File: src/rtl/logic_sweep_pkg.sv
// Shared types and sizes for the logic sweep controller.
package logic_sweep_pkg;

  localparam int VEC_COUNT = 16;
  localparam int IDX_W     = 4;
  localparam int ERR_W     = 5;

  typedef enum logic [1:0] {
    ST_IDLE   = 2'd0,
    ST_SETTLE = 2'd1,
    ST_SAMPLE = 2'd2,
    ST_FINISH = 2'd3
  } sweep_state_t;

endpackage

File: src/rtl/logic_sweep_sync.sv
// Two-flop synchronizer for the observed logic-block output.
module logic_sweep_sync (
  input  logic clk,
  input  logic rst_n,
  input  logic d,
  output logic q
);

  logic meta;

  // Shift the asynchronous input through two flops, cleared on reset.
  always_ff @(posedge clk or negedge rst_n) begin
    if (!rst_n) begin
      meta <= 1'b0;
      q    <= 1'b0;
    end else begin
      meta <= d;
      q    <= meta;
    end
  end

endmodule

File: src/rtl/logic_sweep_ctrl.sv
// Exhaustive 4-input truth-table sweep controller.
// Drives all 16 input vectors onto a logic block, waits SETTLE_CYCLES per
// vector, samples the block output and compares it against TT_EXPECT.
// Optional macro LOGIC_SWEEP_SYNC_EN inserts a 2-flop synchronizer on
// dut_out and lengthens each settle dwell by 2 cycles to cover its latency.
//
// Control semantics: start is a single-cycle request, accepted only in IDLE
// (ignored while busy and in FINISH). abort is level-sampled and, in SETTLE
// or SAMPLE, wins over both start and the sample in that cycle; abort in
// IDLE or FINISH does nothing.
module logic_sweep_ctrl
  import logic_sweep_pkg::*;
#(
  parameter int unsigned SETTLE_CYCLES = 4,
  parameter logic [15:0] TT_EXPECT     = 16'h3B68
) (
  input  logic        clk,
  input  logic        rst_n,
  input  logic        start,
  input  logic        abort,
  output logic [3:0]  dut_in,
  input  logic        dut_out,
  output logic        busy,
  output logic        done,
  output logic        pass,
  output logic [15:0] mismatch_mask,
  output logic [4:0]  err_count
);

`ifdef LOGIC_SWEEP_SYNC_EN
  localparam int unsigned SYNC_EXTRA = 2;
`else
  localparam int unsigned SYNC_EXTRA = 0;
`endif

  // Settle counter is 9 bits so 255 + 2 extra cycles still fits.
  localparam logic [8:0]       SETTLE_LAST = 9'(SETTLE_CYCLES + SYNC_EXTRA - 1);
  localparam logic [IDX_W-1:0] IDX_LAST    = IDX_W'(VEC_COUNT - 1);
  localparam logic [ERR_W-1:0] ERR_MAX     = ERR_W'(VEC_COUNT);

  sweep_state_t     state;
  logic [IDX_W-1:0] idx;
  logic [8:0]       settle_cnt;
  logic             sample_bit;
  logic             mismatch_now;

`ifdef LOGIC_SWEEP_SYNC_EN
  logic_sweep_sync u_sync (
    .clk   (clk),
    .rst_n (rst_n),
    .d     (dut_out),
    .q     (sample_bit)
  );
`else
  assign sample_bit = dut_out;
`endif

  // The applied vector is always the current index; it returns to 0 on
  // reset, abort and after the last vector.
  assign dut_in = idx;

  // Compare the observed bit against the expected table entry for this vector.
  assign mismatch_now = (sample_bit != TT_EXPECT[idx]);

  // Sweep FSM with registered status outputs.
  always_ff @(posedge clk or negedge rst_n) begin
    if (!rst_n) begin
      state         <= ST_IDLE;
      idx           <= '0;
      settle_cnt    <= '0;
      busy          <= 1'b0;
      done          <= 1'b0;
      pass          <= 1'b0;
      mismatch_mask <= '0;
      err_count     <= '0;
    end else begin
      done <= 1'b0;
      case (state)
        ST_IDLE: begin
          if (start) begin
            state         <= ST_SETTLE;
            idx           <= '0;
            settle_cnt    <= '0;
            busy          <= 1'b1;
            pass          <= 1'b0;
            mismatch_mask <= '0;
            err_count     <= '0;
          end
        end
        ST_SETTLE: begin
          if (abort) begin
            state      <= ST_IDLE;
            idx        <= '0;
            settle_cnt <= '0;
            busy       <= 1'b0;
            pass       <= 1'b0;
          end else if (settle_cnt == SETTLE_LAST) begin
            state      <= ST_SAMPLE;
            settle_cnt <= '0;
          end else begin
            settle_cnt <= settle_cnt + 9'd1;
          end
        end
        ST_SAMPLE: begin
          if (abort) begin
            state      <= ST_IDLE;
            idx        <= '0;
            settle_cnt <= '0;
            busy       <= 1'b0;
            pass       <= 1'b0;
          end else begin
            if (mismatch_now) begin
              mismatch_mask[idx] <= 1'b1;
              if (err_count != ERR_MAX) err_count <= err_count + 5'd1;
            end
            idx <= idx + 4'd1;
            if (idx == IDX_LAST) begin
              // Last vector: final error total includes this sample.
              state <= ST_FINISH;
              busy  <= 1'b0;
              done  <= 1'b1;
              pass  <= (err_count == '0) && !mismatch_now;
            end else begin
              state <= ST_SETTLE;
            end
          end
        end
        ST_FINISH: begin
          state <= ST_IDLE;
        end
        default: begin
          state <= ST_IDLE;
        end
      endcase
    end
  end

endmodule
File: config.mk
export PLATFORM = sky130hd
export DESIGN_NAME = logic_sweep_ctrl
export DESIGN_NICKNAME = d
export VERILOG_FILES = /design/src/rtl/logic_sweep_pkg.sv /design/src/rtl/logic_sweep_sync.sv /design/src/rtl/logic_sweep_ctrl.sv
export SDC_FILE = /design/constraint.sdc
export NUM_CORES = 1
export LEC_CHECK = 0
export CORE_MARGIN = 2
export CORE_UTILIZATION = 59
export CTS_BUF_LIST = sky130_fd_sc_hd__clkbuf_8
export DETAILED_ROUTE_END_ITERATION = 16
export GPL_TIMING_DRIVEN = 0
export PLACE_DENSITY = 0.87
export SETUP_SLACK_MARGIN = 0.15
export SLEW_MARGIN = 5
export SYNTH_ARGS = -nofsm -noshare
export SYNTH_HDL_FRONTEND = slang
export SYNTH_HIERARCHICAL = 1
export SYNTH_SLANG_ARGS = --single-unit
export TNS_END_PERCENT = 1
File: constraint.sdc
create_clock -name clk -period 4.3 [get_ports clk]
set_input_delay 0.645 -clock clk [delete_from_list [all_inputs] [get_ports clk]]
set_output_delay 0.645 -clock clk [all_outputs]
set_load 0.05 [all_outputs]
Figure 1. Wire density map (run 1).
Drawn at 6 px/um. The die is cut into 13 by 13 equal tiles; dark purple is low, yellow is high, scaled to the fullest tile. Values are wire area over tile area, all layers added.
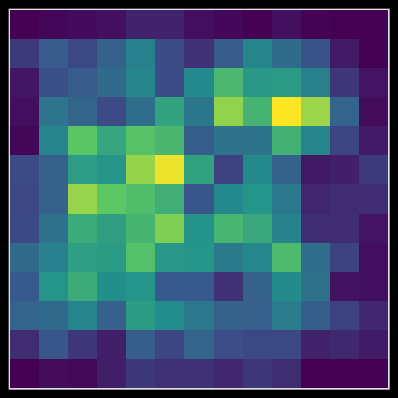
densest ninth of the die: centre
mean over tiles: 0.17
emptiest ninth of the die: south-east
nearly empty tiles: 7.1%
fullest tile: 0.53
tiles over half the peak: 24%

Figure 2. Sizing map (run 1).
Drawn at 4 px/um.
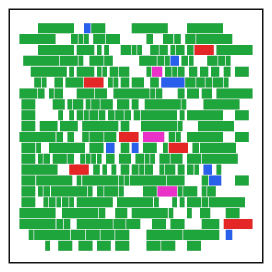
[red] _6 and larger | cells: 6 | most used: clkbuf_8
[magenta] _3 and _4 cells | cells: 3
[blue] _2 cells | cells: 8 | most used: or2_2
[green] _0 and _1 cells | cells: 241 | most used: dfrtp_1
post-route setup slack: 1.75 ns
Layout area overhead: 23.1%

Figure 3. Placement view (run 1).
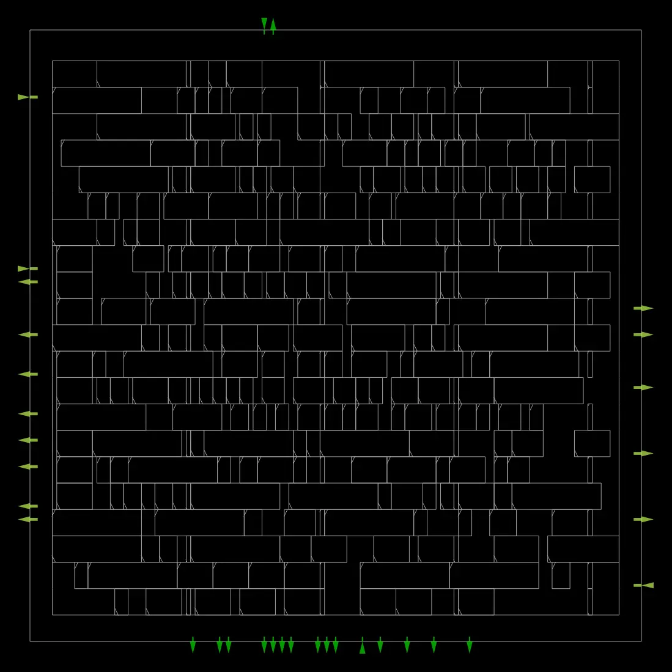
Layout fillers: 236
seq_cells: 39
area of the core: 0.00334 mm2

==> flow_summary.ini, run 1 <==
; implementation run metrics
[floorplan]
ioPinCount = 33
nWellTaps = 46
num_rows = 21

[cts]
cts_buffer_depth = 2
cts_setup_buffers = 0
clk_pin_slew_worst_paths_ns = 0.07

[timing]
period_minus_slack_ns = 2.55
finClkSkew_ns = 0.00458
rsz0062_at_grt = false
fin_tns_setup_ns = 0

[synthesis]
most_common_cell = dfrtp_1
synth.logic.top_family = simple AND/OR/NAND/NOR gates
avgSynthCellArea_um2 = 9.47
synth_seq_share_pct = 47.5
synth.cellmix.compoundShare_pct = 17.5
numSynthFlops = 39

[setup_path]
cp-end-kind = flip-flop
ff2ff_setup_slack_ns = 1.75

[layout]
fin_nets = 273
final-instance-count-excl-fill = 304
lay_top_cells = 39 x dfrtp_1, 31 x clkdlybuf4s50_1, 23 x nor2_1
largest_register_ffs = 16
seq-cell-share_pct = 38.6

[global_route]
grt_use_total_pct = 24.0
overflow = 0
antenna_found_initial = 0
use_met1_pct = 33.8
grt_use_met2_pct = 37.5

[pwr]
irDropWorstVdd_mv = 0.259
sw_frac_of_total_pct = 39.0
cellPowerDensity_mw_per_mm2 = 412
switchingPower_w = 0.000406
power.total_w = 0.00104
clock_power_share_pct = 22.0
p_leak_nw = 1.13
internal_power_w = 0.000636
pwr-share-seq_pct = 40.8

[run_status]
status = completed

[route]
drt_iter0_drc = 213
ant_nets = 0
==> run 2: changes to the inputs <==
--- a/config.mk
+++ b/config.mk
@@ -6,11 +6,11 @@
 export NUM_CORES = 1
 export LEC_CHECK = 0
 export CORE_MARGIN = 2
-export CORE_UTILIZATION = 59
+export CORE_UTILIZATION = 55
 export CTS_BUF_LIST = sky130_fd_sc_hd__clkbuf_8
 export DETAILED_ROUTE_END_ITERATION = 16
 export GPL_TIMING_DRIVEN = 0
-export PLACE_DENSITY = 0.87
+export PLACE_DENSITY = 0.82
 export SETUP_SLACK_MARGIN = 0.15
 export SLEW_MARGIN = 5
 export SYNTH_ARGS = -nofsm -noshare
==> constraint.sdc (replaced) <==
create_clock -name clk -period 2.6 [get_ports clk]
set_input_delay 0.39 -clock clk [delete_from_list [all_inputs] [get_ports clk]]
set_output_delay 0.39 -clock clk [all_outputs]
set_load 0.05 [all_outputs]
Figure 4. Sizing map (run 2).
Drawn at 4 px/um.
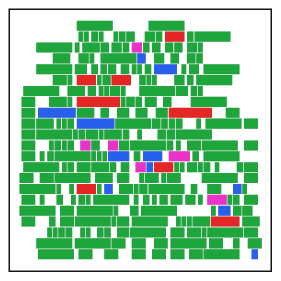
[red] _6 and larger | cells: 8 | most used: clkbuf_8
[blue] _2 cells | cells: 11 | most used: or2_2
[green] _0 and _1 cells | cells: 237 | most used: dfrtp_1
[magenta] _3 and _4 cells | cells: 6 | most used: buf_4

==> run 2 against run 1 <==
Cell count is 2.0% higher. Power is 90% higher. Combinational power grew 74%. Non-clock buffer count is 4 higher. Synthesized cell count unchanged. Highest routed layer unchanged. Critical endpoint is now err_count[4]. Worst hold slack better by 0.10 ns.
==> flow_summary.ini, run 2 <==
; implementation run metrics
[run_status]
status = completed

[setup_path]
ff2ff_setup_slack_ns = 0.17
cp-end-kind = flip-flop

[synthesis]
avgSynthCellArea_um2 = 9.47
synth.cellmix.compoundShare_pct = 17.5
numSynthFlops = 39
most_common_cell = dfrtp_1
yosys.area.top_type = dfrtp_1
synth_seq_share_pct = 47.5
synth.logic.top_family = simple AND/OR/NAND/NOR gates

[route]
drt_iter0_drc = 129
highest_layer = met4
ant_nets = 0

[layout]
area_delta_synth_final_pct = 27.9
stdcell_area_mm2 = 0.00263
final-instance-count-excl-fill = 310
largest_register_ffs = 16
fin_nets = 277
regArea_um2 = 978
seq-cell-share_pct = 37.2

[pwr]
internal_power_w = 0.00126
clock_power_share_pct = 30.2
p_leak_nw = 1.16
irDropWorstVdd_mv = 0.681
switchingPower_w = 0.000715
power.total_w = 0.00198

[timing]
setup_ws_ns = 0.170
fin_tns_setup_ns = 0
finClkSkew_ns = 0.00815
rsz0062_at_grt = true
period_minus_slack_ns = 2.43

[cts]
cts_buffer_depth = 2
cts_setup_buffers = 0

[floorplan]
nWellTaps = 48
num_rows = 22

[global_route]
antenna_found_initial = 0
grt_use_total_pct = 22.8
overflow = 0
grt_use_met2_pct = 32.9
Figure 5. Floorplan with the power grid (run 2).
Drawn at 8 px/um. Pins as bars on the die edge.
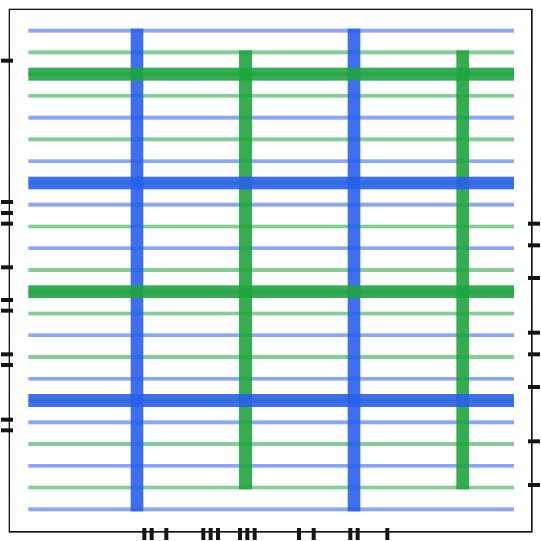
[green] VDD
[blue] VSS
met1 rails: 23
signal pins: 33
met4 straps: 4

==> run 3: changes to the inputs <==
--- a/config.mk
+++ b/config.mk
@@ -6,11 +6,11 @@
 export NUM_CORES = 1
 export LEC_CHECK = 0
 export CORE_MARGIN = 2
-export CORE_UTILIZATION = 55
+export CORE_UTILIZATION = 59
 export CTS_BUF_LIST = sky130_fd_sc_hd__clkbuf_8
 export DETAILED_ROUTE_END_ITERATION = 16
 export GPL_TIMING_DRIVEN = 0
-export PLACE_DENSITY = 0.82
+export PLACE_DENSITY = 0.87
 export SETUP_SLACK_MARGIN = 0.15
 export SLEW_MARGIN = 5
 export SYNTH_ARGS = -nofsm -noshare
==> constraint.sdc (replaced) <==
create_clock -name clk -period 2.8 [get_ports clk]
set_input_delay 0.42 -clock clk [delete_from_list [all_inputs] [get_ports clk]]
set_output_delay 0.42 -clock clk [all_outputs]
set_load 0.05 [all_outputs]
Figure 6. Sizing map (run 3).
Drawn at 4 px/um.
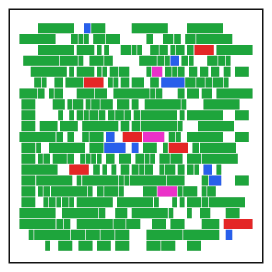
[red] _6 and larger | cells: 6 | most used: clkbuf_8
[green] _0 and _1 cells | cells: 240 | most used: dfrtp_1
[magenta] _3 and _4 cells | cells: 3
[blue] _2 cells | cells: 9 | most used: or2_2
post-route setup slack: 0.313 ns
Non-clk bufs: 43
Layout area overhead: 23.4%

==> run 3 against run 2 <==
Die area down 6.4%. Critical path depth unchanged. Cell count down 1.9%. Core utilization up 3.7 points. Largest cell class unchanged. Highest routed layer unchanged. Critical endpoint unchanged.
==> flow_summary.ini, run 3 <==
; implementation run metrics
[synthesis]
synth.logic.top_family = simple AND/OR/NAND/NOR gates
synth_seq_share_pct = 47.5
yosys.area.top_type = dfrtp_1
synthFlopType = dfrtp_1
avgSynthCellArea_um2 = 9.47
numSynthFlops = 39
fa_ha_area_share_pct = 6.70
async_flop_share_pct = 100
most_common_cell = dfrtp_1
ys_area_mm2 = 0.00206
synth.cellmix.compoundShare_pct = 17.5

[route]
highest_layer = met4
ant_nets = 0

[cts]
cts_buffer_depth = 2
clk_pin_slew_worst_paths_ns = 0.07
cts_setup_buffers = 0

[layout]
stdcell_area_mm2 = 0.00254
top_register = mismatch_mask
lay_top_cells = 39 x dfrtp_1, 31 x clkdlybuf4s50_1, 23 x nor2_1
seq-cell-share_pct = 38.5
fillCellCount = 232
largest_register_ffs = 16
regArea_um2 = 976
fin_nets = 273

[timing]
rsz0062_at_grt = false
period_used_pct = 88.8
finClkSkew_ns = 0.00524
fin_tns_setup_ns = 0
period_minus_slack_ns = 2.49

[pwr]
pwr-share-seq_pct = 40.6
sw_frac_of_total_pct = 39.2
clock_power_share_pct = 22.0
switchingPower_w = 0.000630
p_leak_nw = 1.13
internal_power_w = 0.000977
power.total_w = 0.00161
cellPowerDensity_mw_per_mm2 = 634

[setup_path]
critPathMaxStageDelay_ns = 0.49
cp-end-kind = flip-flop
ff2ff_setup_slack_ns = 0.31

[global_route]
use_met1_pct = 33.8
grt_use_total_pct = 24.0
overflow = 0

[floorplan]
num_rows = 21
nWellTaps = 46
ioPinCount = 33

[run_status]
status = completed

[place]
placed_cell_area_mm2 = 0.00245
Figure 7. Floorplan with the power grid (run 3).
Drawn at 8 px/um. Pins as bars on the die edge.
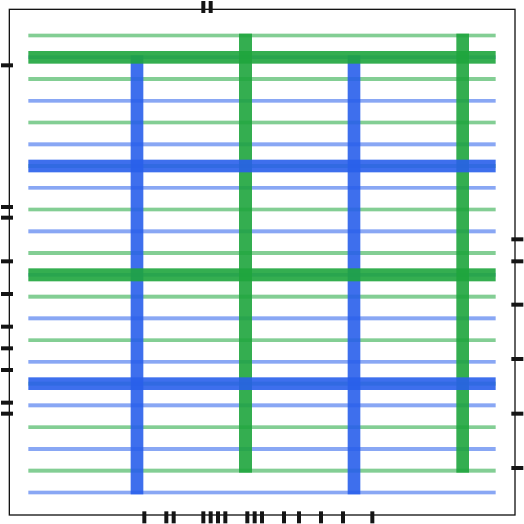
[green] VDD
[blue] VSS
met4 straps: 4
met1 rails: 22
met5 straps: 4
die width: 63.0 um
Die Ht: 63.0 um
Max VDD drop: 0.403 mV

Power is estimated from default activity; no workload was simulated.
